===== src/rtl/sram_arb_pkg.sv =====
// Shared types and width constants for the SRAM arbiter slice.
// Holds the access-sequencer state encoding and the default bus widths.
package sram_arb_pkg;

    localparam int ADDR_W_DEF = 19;
    localparam int DATA_W_DEF = 8;
    localparam int LD_BYTE_W  = 8;

    typedef enum logic [2:0] {
        IDLE,
        WRITE,
        WHOLD,
        READ,
        RCAP,
        INC
    } state_t;

endpackage


===== src/rtl/sram_addr_counter.sv =====
// SRAM address counter with byte-wise shadow loading and FULL/EMPTY flags.
// Shadow bytes wait in pending flags until the sequencer is idle and applies them.
module sram_addr_counter
    import sram_arb_pkg::*;
#(
    parameter int ADDR_W = ADDR_W_DEF
) (
    input  logic                 i_clk,
    input  logic                 i_rst_n,
    input  logic                 i_ld_l,
    input  logic                 i_ld_h,
    input  logic                 i_ld_u,
    input  logic [LD_BYTE_W-1:0] i_ld_data,
    input  logic                 i_apply,
    input  logic                 i_inc,
    input  logic                 i_inc_write,
    output logic [ADDR_W-1:0]    o_count,
    output logic                 o_ld_pending,
    output logic                 o_empty,
    output logic                 o_full
);

    localparam logic [ADDR_W-1:0] ONE = {{(ADDR_W-1){1'b0}}, 1'b1};

    logic [LD_BYTE_W-1:0] r_shadow_l;
    logic [LD_BYTE_W-1:0] r_shadow_h;
    logic [ADDR_W-17:0]   r_shadow_u;
    logic [2:0]           r_ld_pend;
    logic [ADDR_W-1:0]    r_count;
    logic                 r_empty;
    logic                 r_full;
    logic [ADDR_W-1:0]    w_count_next;
    logic                 w_at_max;

    assign w_at_max = &r_count;

    // Only the bytes that were actually loaded overwrite the counter.
    always_comb begin
        w_count_next = r_count;
        if (i_apply) begin
            if (r_ld_pend[0]) w_count_next[7:0]         = r_shadow_l;
            if (r_ld_pend[1]) w_count_next[15:8]        = r_shadow_h;
            if (r_ld_pend[2]) w_count_next[ADDR_W-1:16] = r_shadow_u;
        end else if (i_inc && !w_at_max) begin
            w_count_next = r_count + ONE;
        end
    end

    always_ff @(posedge i_clk) begin
        if (!i_rst_n) begin
            r_shadow_l <= '0;
            r_shadow_h <= '0;
            r_shadow_u <= '0;
            r_ld_pend  <= '0;
            r_count    <= '0;
            r_empty    <= 1'b1;
            r_full     <= 1'b0;
        end else begin
            r_count <= w_count_next;
            r_empty <= (w_count_next == '0);
            if (i_ld_l) r_shadow_l <= i_ld_data;
            if (i_ld_h) r_shadow_h <= i_ld_data;
            if (i_ld_u) r_shadow_u <= i_ld_data[ADDR_W-17:0];
            r_ld_pend <= (r_ld_pend & ~{3{i_apply}}) | {i_ld_u, i_ld_h, i_ld_l};
            if (i_apply) begin
                r_full <= 1'b0;
            end else if (i_inc && w_at_max && i_inc_write) begin
                r_full <= 1'b1;
            end
        end
    end

    assign o_count      = r_count;
    assign o_ld_pending = |r_ld_pend;
    assign o_empty      = r_empty;
    assign o_full       = r_full;

endmodule


===== src/rtl/sram_arbiter.sv =====
// Arbitrates acquisition writes, MCU writes and MCU reads onto one async SRAM.
// Each requester owns a single pending slot; the sequencer serves them by fixed priority.
module sram_arbiter
    import sram_arb_pkg::*;
#(
    parameter int ADDR_W = ADDR_W_DEF,
    parameter int DATA_W = DATA_W_DEF
) (
    input  logic                 CLOCK,
    input  logic                 RESET_n,
    input  logic                 ACQ_WR_REQ,
    input  logic [DATA_W-1:0]    ACQ_WR_DATA,
    input  logic                 MCU_WR_REQ,
    input  logic [DATA_W-1:0]    MCU_WR_DATA,
    input  logic                 MCU_RD_REQ,
    output logic [DATA_W-1:0]    MCU_RD_DATA,
    output logic                 MCU_RD_VALID,
    input  logic                 ADDR_LD_L,
    input  logic                 ADDR_LD_H,
    input  logic                 ADDR_LD_U,
    input  logic [LD_BYTE_W-1:0] ADDR_LD_DATA,
    input  logic                 CLR_OVERRUN,
    output logic [ADDR_W-1:0]    SRAM_A,
    output logic [DATA_W-1:0]    SRAM_DQ_OUT,
    input  logic [DATA_W-1:0]    SRAM_DQ_IN,
    output logic                 SRAM_DQ_OE,
    output logic                 SRAM_WE_n,
    output logic                 SRAM_OE_n,
    output logic                 BUSY,
    output logic                 EMPTY,
    output logic                 FULL,
    output logic                 ACQ_OVERRUN
);

    state_t              r_state;
    logic                r_acq_pend;
    logic [DATA_W-1:0]   r_acq_data;
    logic                r_mcuw_pend;
    logic [DATA_W-1:0]   r_mcuw_data;
    logic                r_mcur_pend;
    logic                r_acc_write;
    logic [DATA_W-1:0]   r_wr_data;
    logic                r_we_n;
    logic                r_oe_n;
    logic                r_dq_oe;
    logic [DATA_W-1:0]   r_rd_data;
    logic                r_rd_valid;
    logic                r_overrun;

    logic                w_ld_pending;
    logic                w_full;
    logic                w_empty;
    logic [ADDR_W-1:0]   w_count;
    logic                w_idle;
    logic                w_apply;
    logic                w_grant_acq;
    logic                w_grant_mcuw;
    logic                w_grant_mcur;

    assign w_idle       = (r_state == IDLE);
    assign w_apply      = w_idle && w_ld_pending;
    assign w_grant_acq  = w_idle && !w_ld_pending && r_acq_pend;
    assign w_grant_mcuw = w_idle && !w_ld_pending && !r_acq_pend && r_mcuw_pend;
    assign w_grant_mcur = w_idle && !w_ld_pending && !r_acq_pend && !r_mcuw_pend && r_mcur_pend;

    sram_addr_counter #(.ADDR_W(ADDR_W)) u_addr_counter (
        .i_clk        (CLOCK),
        .i_rst_n      (RESET_n),
        .i_ld_l       (ADDR_LD_L),
        .i_ld_h       (ADDR_LD_H),
        .i_ld_u       (ADDR_LD_U),
        .i_ld_data    (ADDR_LD_DATA),
        .i_apply      (w_apply),
        .i_inc        (r_state == INC),
        .i_inc_write  (r_acc_write),
        .o_count      (w_count),
        .o_ld_pending (w_ld_pending),
        .o_empty      (w_empty),
        .o_full       (w_full)
    );

    // A strobe that finds its slot occupied is lost, even if the slot is granted that cycle.
    always_ff @(posedge CLOCK) begin
        if (!RESET_n) begin
            r_acq_pend  <= 1'b0;
            r_acq_data  <= '0;
            r_mcuw_pend <= 1'b0;
            r_mcuw_data <= '0;
            r_mcur_pend <= 1'b0;
            r_overrun   <= 1'b0;
        end else begin
            if (ACQ_WR_REQ && !r_acq_pend) begin
                r_acq_pend <= 1'b1;
                r_acq_data <= ACQ_WR_DATA;
            end else if (w_grant_acq) begin
                r_acq_pend <= 1'b0;
            end
            if (MCU_WR_REQ && !r_mcuw_pend) begin
                r_mcuw_pend <= 1'b1;
                r_mcuw_data <= MCU_WR_DATA;
            end else if (w_grant_mcuw) begin
                r_mcuw_pend <= 1'b0;
            end
            if (MCU_RD_REQ && !r_mcur_pend) begin
                r_mcur_pend <= 1'b1;
            end else if (w_grant_mcur) begin
                r_mcur_pend <= 1'b0;
            end
            if ((ACQ_WR_REQ && r_acq_pend) || (w_grant_acq && w_full)) begin
                r_overrun <= 1'b1;
            end else if (CLR_OVERRUN) begin
                r_overrun <= 1'b0;
            end
        end
    end

    // Pad controls are set on entry to each state so they come straight from flops.
    always_ff @(posedge CLOCK) begin
        if (!RESET_n) begin
            r_state     <= IDLE;
            r_acc_write <= 1'b0;
            r_wr_data   <= '0;
            r_we_n      <= 1'b1;
            r_oe_n      <= 1'b1;
            r_dq_oe     <= 1'b0;
            r_rd_data   <= '0;
            r_rd_valid  <= 1'b0;
        end else begin
            r_rd_valid <= 1'b0;
            case (r_state)
                IDLE: begin
                    if (w_grant_acq || w_grant_mcuw) begin
                        r_acc_write <= 1'b1;
                        if (!w_full) begin
                            r_state   <= WRITE;
                            r_we_n    <= 1'b0;
                            r_dq_oe   <= 1'b1;
                            r_wr_data <= w_grant_acq ? r_acq_data : r_mcuw_data;
                        end
                    end else if (w_grant_mcur) begin
                        r_acc_write <= 1'b0;
                        r_state     <= READ;
                        r_oe_n      <= 1'b0;
                    end
                end
                WRITE: begin
                    r_state <= WHOLD;
                    r_we_n  <= 1'b1;
                end
                WHOLD: begin
                    r_state <= INC;
                    r_dq_oe <= 1'b0;
                end
                READ: begin
                    r_state <= RCAP;
                end
                RCAP: begin
                    r_state    <= INC;
                    r_oe_n     <= 1'b1;
                    r_rd_data  <= SRAM_DQ_IN;
                    r_rd_valid <= 1'b1;
                end
                INC: begin
                    r_state <= IDLE;
                end
                default: begin
                    r_state <= IDLE;
                end
            endcase
        end
    end

    assign SRAM_A       = w_count;
    assign SRAM_DQ_OUT  = r_wr_data;
    assign SRAM_DQ_OE   = r_dq_oe;
    assign SRAM_WE_n    = r_we_n;
    assign SRAM_OE_n    = r_oe_n;
    assign MCU_RD_DATA  = r_rd_data;
    assign MCU_RD_VALID = r_rd_valid;
    assign BUSY         = !w_idle || r_acq_pend || r_mcuw_pend || r_mcur_pend || w_ld_pending;
    assign EMPTY        = w_empty;
    assign FULL         = w_full;
    assign ACQ_OVERRUN  = r_overrun;

endmodule


===== config.mk =====
export PLATFORM = sky130hd
export DESIGN_NAME = sram_arbiter
export DESIGN_NICKNAME = d
export VERILOG_FILES = /design/src/rtl/sram_arb_pkg.sv /design/src/rtl/sram_addr_counter.sv /design/src/rtl/sram_arbiter.sv
export SDC_FILE = /design/constraint.sdc
export NUM_CORES = 1
export LEC_CHECK = 0
export CAP_MARGIN = 20
export CORE_ASPECT_RATIO = 1.5
export CORE_MARGIN = 2
export CORE_UTILIZATION = 40
export CTS_BUF_LIST = sky130_fd_sc_hd__clkbuf_8
export DETAILED_ROUTE_END_ITERATION = 16
export PLACE_DENSITY = 0.79
export SLEW_MARGIN = 10
export SYNTH_ARGS = -nofsm -noshare
export SYNTH_HDL_FRONTEND = slang
export SYNTH_SLANG_ARGS = --single-unit

===== constraint.sdc =====
create_clock -name CLOCK -period 2 [get_ports CLOCK]
set_clock_uncertainty 0.1 [all_clocks]
set_input_delay 0.6 -clock CLOCK [delete_from_list [all_inputs] [get_ports CLOCK]]
set_output_delay 0.6 -clock CLOCK [all_outputs]
set_load 0.02 [all_outputs]

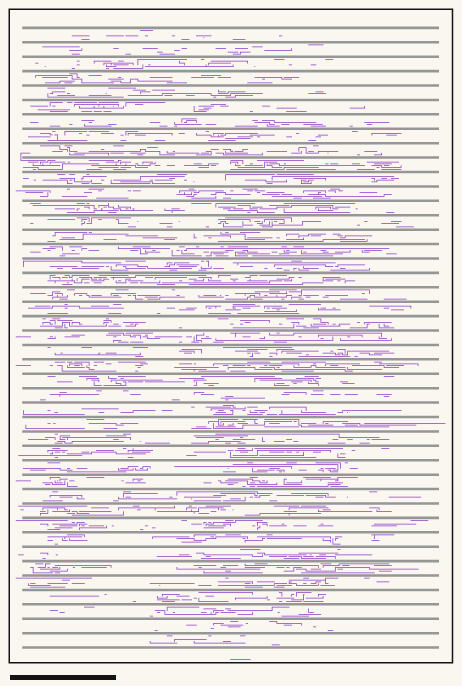
run_1/layer_met1.png
Bar = 20 microns. Supply wires on this layer in grey.
The longest straight run is 38.2 microns. The layer holds 36% of the routed length. The layer carries 4,580 microns of wire.

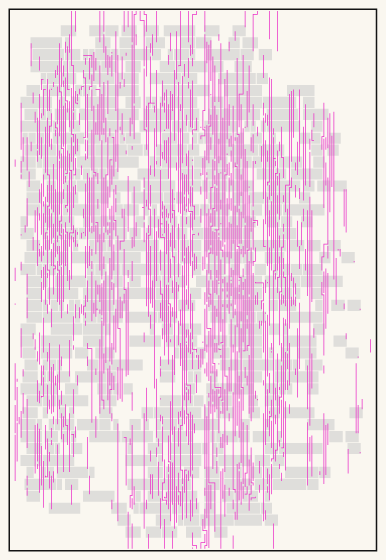
run_1/layer_met2.png
Cells faint in the background.
590 nets have wire on it. The longest straight run is 52.0 microns. The layer carries 6,650 microns of wire. The layer holds 53% of the routed length. The wires run mostly vertical.

==> results.py, run 1 <==
# Physical implementation metrics
metrics = {
    "clock_network": {
        "clock.latency.late_pin_ns": 0.35,
        "tritoncts_num_sinks": 87,
        "clk_pin_slew_worst_paths_ns": 0.08,
        "htree_levels": 3,
        "ctsRootBufferMaster": "clkbuf_8",
        "holdBufCountCts": 0,
        "cts_tree": "done",
        "ctsLongestPathBuffers": 2,
    },
    "yosys": {
        "synth.yosys.warnings": 0,
        "post_synthesis_cells": 439,
        "postSynthRegisterBits": 87,
        "synth-area-yosys_sq_um": 3780,
        "ys_dominant_reg_cell": "dfxtp_1",
        "syn_avg_cell_area_sq_um": 8.61,
        "synth-seq-area-share": 0.461,
        "synth.yosys.num_cells": 439,
        "number_of_nets_produced_by_synthesis": 481,
        "mappedNetlistArea_sq_um": 3780,
        "asyncSetResetFlopFracSynth": 0,
    },
    "hold_path": {
        "worstHoldPathType": "reg -> reg",
    },
    "drt": {
        "drt_pass1_iterations": 5,
        "drc_violation_count_after_routing": 0,
        "routed_length_per_placed_instance_microns": 17.2,
        "postRouteAntennaNets": 0,
        "via_count": 4046,
        "finalWirelength_microns": 12600,
        "route.detailed.vias_per_inst": 5.51,
    },
    "final_timing": {
        "final_hold_viol_count": 0,
        "slew_headroom": 0.695,
        "postLayoutSetupSlackWorst_ns": -0.338,
        "final.min_clock_period_ns": 2.34,
        "max_freq_ghz": 0.428,
        "drv_slew": 0,
        "tns_ns": -0.796,
        "grt_setup_unrepaired": "yes",
        "timing.final.setup_violations": 7,
        "worst_hold_slack_ns": 0.357,
        "fraction_of_the_cycle_the_final_worst_path_needs": 1.17,
    },
    "power_and_ir_drop": {
        "p_per_area_nw_per_um2": 815,
        "netSwitchingFraction": 0.332,
        "ir_worst_vdd_mv": 0.614,
        "internal_power_mw": 3.22,
        "p_seq_frac": 0.426,
        "post-layout-total-power_mw": 4.83,
        "leakagePower_nw": 2.58,
        "net-switching-power_mw": 1.60,
        "pwr-share-comb": 0.343,
        "p_clk_frac": 0.231,
    },
    "finish": {
        "area.growth.synth_to_final_pct": 56.7,
        "antenna_cells_inserted": 0,
        "final_layout_top_logic_cell": "buf_4",
        "final_nets": 660,
        "drive_gt1_frac": 0.301,
    },
    "floorplan": {
        "floorplan.rows": 43,
        "die_width_microns": 83.4,
        "core-area_sq_um": 9200,
        "boundaryPins": 84,
        "initial_core_util": 0.411,
        "die_area_sq_um": 10300,
        "floorplan.die.height_microns": 123,
    },
    "worst_setup_path": {
        "cp_num_buf_inv": 0,
        "crit_fanout": 6,
        "timing.critical_path.slowest_stage_cell": "dfxtp_4",
        "worst_setup_path_start_kind": "register",
        "worstSetupPathType": "reg -> reg",
        "critical_path.cell_chain": "nand3b_1, or2_4, a311oi_4, nor3_4, nor4b_4, nand3_1, o41ai_2",
        "worstPathRequired_ns": 2.16,
        "crit_arrival_ns": 2.50,
        "crit_path_max_incr_delay_ns": 0.37,
        "worst_setup_path_end_kind": "register",
        "cpLargestDelayFamily": "simple AND/OR/NAND/NOR gates",
    },
    "grt": {
        "globalRoute.totalOverflow": 0,
        "grt_antenna_before_repair": 0,
        "grt_first_pass_wirelength_microns": 19700,
        "grt_pass1_vias": 3978,
    },
    "status": {
        "failed_checks": "setup timing",
        "run_status": "finished with violations",
    },
    "placement": {
        "place_ws_ns": -0.444,
        "gpl.final_weighted_congestion": 0.936,
        "dpl.hpwl_microns": 9470,
        "numPortBuffers": 83,
        "post_dp_cell_area_sq_um": 5380,
    },
    "flow_run": {
        "max_cap_violations": 0,
        "stage_log_warnings": 30,
    },
}
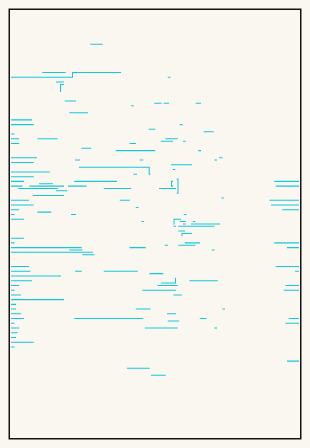
run_1/layer_met3.png
The layer carries 605 microns of wire. The wires run mostly horizontal. The layer holds 4.8% of the routed length. 101 nets have wire on it.

-- run 1: final timing paths --
| kind | start | endpoint | slack [ns] | cells after the start |
|---|---|---|---|---|
| worst max register to register | r_state[1] | u_addr_counter.o_empty | -0.34 | 7 |
| worst min register to register | MCU_RD_DATA[3] | MCU_RD_DATA[3] | 0.36 | 2 |
| worst min-delay path | MCU_RD_DATA[3] | MCU_RD_DATA[3] | 0.36 | 2 |
| worst max-delay path | r_state[1] | u_addr_counter.o_empty | -0.34 | 7 |
-- run 1: metrics by stage --
step / util / std cells
CTS: 0.620 / 725
global placement: 0.585 / 699
floorplan: - / 439
detailed placement: 0.585 / 699
global route: 0.644 / 734
finish: 0.644 / 734
-- run 1: tightest hold or removal path, delay by kind of cell (launching register included) --
family	cells	cell delay (ns)
flip-flops	1	0.31
AND-OR/OR-AND	1	0.05
AND/OR/NAND/NOR	1	0.05
-- run 1: flip-flops by register name, summed over array words and instances, names as in the netlist, 3 cells and up --
name	count
u_addr_counter.o_count	19
r_mcuw_data	8
u_addr_counter.r_ld_pend	3
r_acq_data	8
u_addr_counter.r_shadow_u	3
MCU_RD_DATA	8
u_addr_counter.r_shadow_l	8
r_state	3
SRAM_DQ_OUT	8
u_addr_counter.r_shadow_h	8
-- run 1: metal layers --
layer / routed length, microns / track usage / vias up
li1: - / - / 1922
met1: 4580 / 0.253 / 1899
met2: 6650 / 0.463 / 172
met3: 605 / 0.0407 / 53
met4: 768 / 0.149 / 0
met5: 0 / 0 / -
-- run 1: synth_stat cells, drive strengths merged (2+ instances only) --
library cell  instances  area (sq um)
a211o                 3          26.3
a211oi                7          52.6
a21oi                28           140
a311o                 3          30.0
a311oi               12           105
a31oi                 6          37.5
and2                 10          62.6
and3                  2          12.5
and4                  2          17.5
buf                   8          51.3
clkbuf               15          56.3
dfxtp                87          1740
inv                   3          11.3
mux2i                30           300
nand2                63           236
nand2b                7          43.8
nand3                16          85.1
nand3b                3          22.5
nand4                 6          43.8
nor2                 78           295
nor2b                 4          25.0
nor3                  9          71.3
nor4                  8          65.1
nor4b                 2          30.0
o211ai                4          30.0
o21ai                 5          25.0
o31ai                 2          20.0
or2                   2          12.5
or3                   2          12.5
-- run 1: power groups by stage --
stage	clock network [mW]	logic [mW]	registers, mW
floorplan	0	0.657	2.20
global placement	0	1.58	2.07
detailed placement	0	1.59	2.08
CTS	1.14	1.58	2.05
global route	1.21	1.78	2.08
finish	1.12	1.66	2.06
-- run 1: what timing repair did --
item                                    4_1_cts  5_1_grt
buffers inserted                             13       10
resized                                      70       32
gates cloned                                  0        0
pin swaps                                    18       12
endpoints found under the setup margin       48       15
-- run 1: cells by family after synthesis --
group           synth area share
flops                      0.461
mux                       0.0824
compound gates             0.143
fa+ha+maj                0.00331
buf+inv                   0.0324
simple gates               0.278
-- run 1: area by class of cell --
cell class,instances,area (sq um)
clock buffer,11,151
clock inverter,4,23.8
fill,770,3280
inverter,4,15.0
multi-input combinational,325,2170
sequential,87,1780
tap,112,140
timing repair buffer,191,1640
## Run 2: what changed since run 1
--- a/config.mk
+++ b/config.mk
@@ -6,11 +6,11 @@
 export NUM_CORES = 1
 export LEC_CHECK = 0
 export CAP_MARGIN = 20
-export CORE_ASPECT_RATIO = 1.5
 export CORE_MARGIN = 2
 export CORE_UTILIZATION = 40
 export CTS_BUF_LIST = sky130_fd_sc_hd__clkbuf_8
 export DETAILED_ROUTE_END_ITERATION = 16
+export GPL_TIMING_DRIVEN = 1
 export PLACE_DENSITY = 0.79
 export SLEW_MARGIN = 10
 export SYNTH_ARGS = -nofsm -noshare
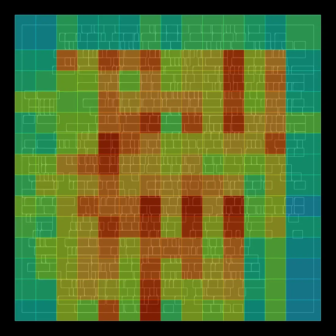
run_2/congestion.png
met1 Use GR: 0.336
global-route track usage on met3: 0.0400
all-layer global routing usage: 0.240

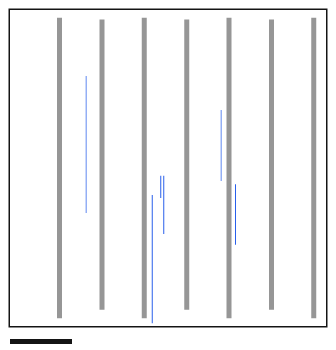
run_2/layer_met4.png
Bar = 20 microns. Supply wires on this layer in grey.
The wires run mostly vertical. The longest straight run is 43.5 microns.

==> results.py, run 2 <==
# Physical implementation metrics
metrics = {
    "status": {
        "run_status": "finished with violations",
        "failed_checks": "setup timing",
    },
    "floorplan": {
        "die_area_sq_um": 10200,
        "floorplan.die.height_microns": 101,
        "initial_core_util": 0.411,
        "core-area_sq_um": 9200,
        "boundaryPins": 84,
    },
    "yosys": {
        "synth-seq-area-share": 0.461,
        "synth.yosys.warnings": 0,
        "synth.yosys.num_cells": 439,
        "post_synthesis_cells": 439,
        "syn_avg_cell_area_sq_um": 8.61,
        "asyncSetResetFlopFracSynth": 0,
        "common_cells": "dfxtp_1, nor2_1, nand2_1",
        "post_synth_main_area_contributors": "dfxtp_1, mux2i_1, nor2_1",
        "mappedNetlistArea_sq_um": 3780,
        "synth-area-yosys_sq_um": 3780,
        "synth_top_area_share": 0.461,
        "ys_dominant_reg_cell": "dfxtp_1",
        "synth.cellmix.simpleShare": 0.278,
        "number_of_nets_produced_by_synthesis": 481,
        "postSynthRegisterBits": 87,
        "synth-compound-area-share": 0.143,
    },
    "power_and_ir_drop": {
        "leakagePower_nw": 2.60,
        "p_seq_frac": 0.395,
        "p_clk_frac": 0.278,
        "ir_worst_vdd_mv": 0.403,
    },
    "grt": {
        "grt_pass1_vias": 3699,
        "grt_antenna_before_repair": 0,
        "globalRoute.totalOverflow": 0,
    },
    "placement": {
        "gpl.final_weighted_congestion": 0.975,
        "numPortBuffers": 83,
    },
    "final_timing": {
        "slew_headroom": 0.732,
        "timing.final.setup_violations": 4,
        "final_hold_viol_count": 0,
        "grt_setup_unrepaired": "yes",
        "worst_hold_slack_ns": 0.360,
        "postLayoutSetupSlackWorst_ns": -0.226,
        "drv_slew": 0,
    },
    "worst_setup_path": {
        "worstSetupPathType": "reg -> reg",
        "cpLargestDelayFamily": "simple AND/OR/NAND/NOR gates",
        "critical_path.cell_chain": "nand3b_1, buf_4, a31oi_2, buf_4, a31oi_1, buf_4, nor4b_4, nand3_1, o41ai_2",
        "cp_num_buf_inv": 3,
        "crit_fanout": 6,
        "crit_path_max_incr_delay_ns": 0.37,
        "worstPathRequired_ns": 2.17,
        "worst_setup_path_end_kind": "register",
    },
    "finish": {
        "final_layout_top_logic_cell": "buf_4",
        "antenna_cells_inserted": 0,
        "final_nets": 661,
        "largest_register_ff_count": 19,
    },
    "clock_network": {
        "holdBufCountCts": 0,
        "clk_pin_slew_worst_paths_ns": 0.09,
        "tritoncts_num_sinks": 87,
        "clock.latency.late_pin_ns": 0.37,
        "ctsLongestPathBuffers": 2,
    },
    "drt": {
        "finalWirelength_microns": 12500,
        "via_count": 3979,
    },
    "flow_run": {
        "max_cap_violations": 0,
    },
    "hold_path": {
        "worstHoldPathType": "reg -> reg",
    },
}
==> run 2: cell counts after synthesis <==
Identical to the previous run, type by type.
==> run 2: stage by stage <==
step                      area (sq um)  instances  worst slack (ns)
final                             5930        735            -0.226
after floorplan                   3850        439           -0.0826
after detailed placement          5440        707            -0.289
after global routing              5930        735            -0.318
after global placement            5440        707            -0.303
after CTS                         5720        728            -0.192
==> run 2: metal layers <==
layer  vias up  track usage  wire (microns)
li1       1921            -               -
met3        15       0.0400             720
met4         0       0.0676             150
met2       137        0.384            5840
met1      1906        0.336            5780
met5         -            0               0
==> run 2: kinds of logic (layout without fill, tap and decap cells) <==
| logic type | count (synthesis) | count (layout) |
|---|---|---|
| compound gates | 77 | 77 |
| flops | 87 | 87 |
| simple gates | 216 | 216 |
| fa+ha+maj | 1 | 1 |
| mux | 31 | 31 |
| buf+inv | 27 | 212 |
==> run 2: final timing paths <==
check	from	endpoint	slack, ns	cells after the start
setup / recovery	r_state[1]	u_addr_counter.o_empty	-0.23	9
hold reg to reg	MCU_RD_DATA[3]	MCU_RD_DATA[3]	0.36	2
setup reg to reg	r_state[1]	u_addr_counter.o_empty	-0.23	9
hold / removal	MCU_RD_DATA[3]	MCU_RD_DATA[3]	0.36	2
==> run 2: power by group through the flow <==
stage                     Combinational (mW)  Sequential, mW  Clock, mW
after detailed placement                1.62            2.07          0
after global routing                    1.82            2.07       1.53
after global placement                  1.60            2.06          0
final                                   1.70            2.06       1.45
after CTS                               1.58            2.04       1.46
after floorplan                        0.657            2.20          0
==> run 2: worst reg2reg max path, cell delays in order, from the launching register on <==
cell,delay [ns]
dfxtp_2,0.37
nand3b_1,0.24
buf_4,0.18
a31oi_2,0.27
buf_4,0.18
a31oi_1,0.09
buf_4,0.16
nor4b_4,0.24
nand3_1,0.12
o41ai_2,0.19
==> run 2: what timing repair did <==
action,in CTS,in global routing
pin swaps,6,17
buffers inserted,5,8
endpoints found under the setup margin,54,20
endpoints found under the hold margin,0,0
gates resized,61,33
==> run 2: layout make-up <==
class                      instances  area [sq um]
clock buffer                       9           124
clock inverter                     7           113
fill                             772          3260
inverter                           4          15.0
multi-input combinational        325          2160
sequential                        87          1770
tap                              111           139
timing repair buffer             192          1610
Power figures rest on the tool's default switching activity, not on a simulated workload.
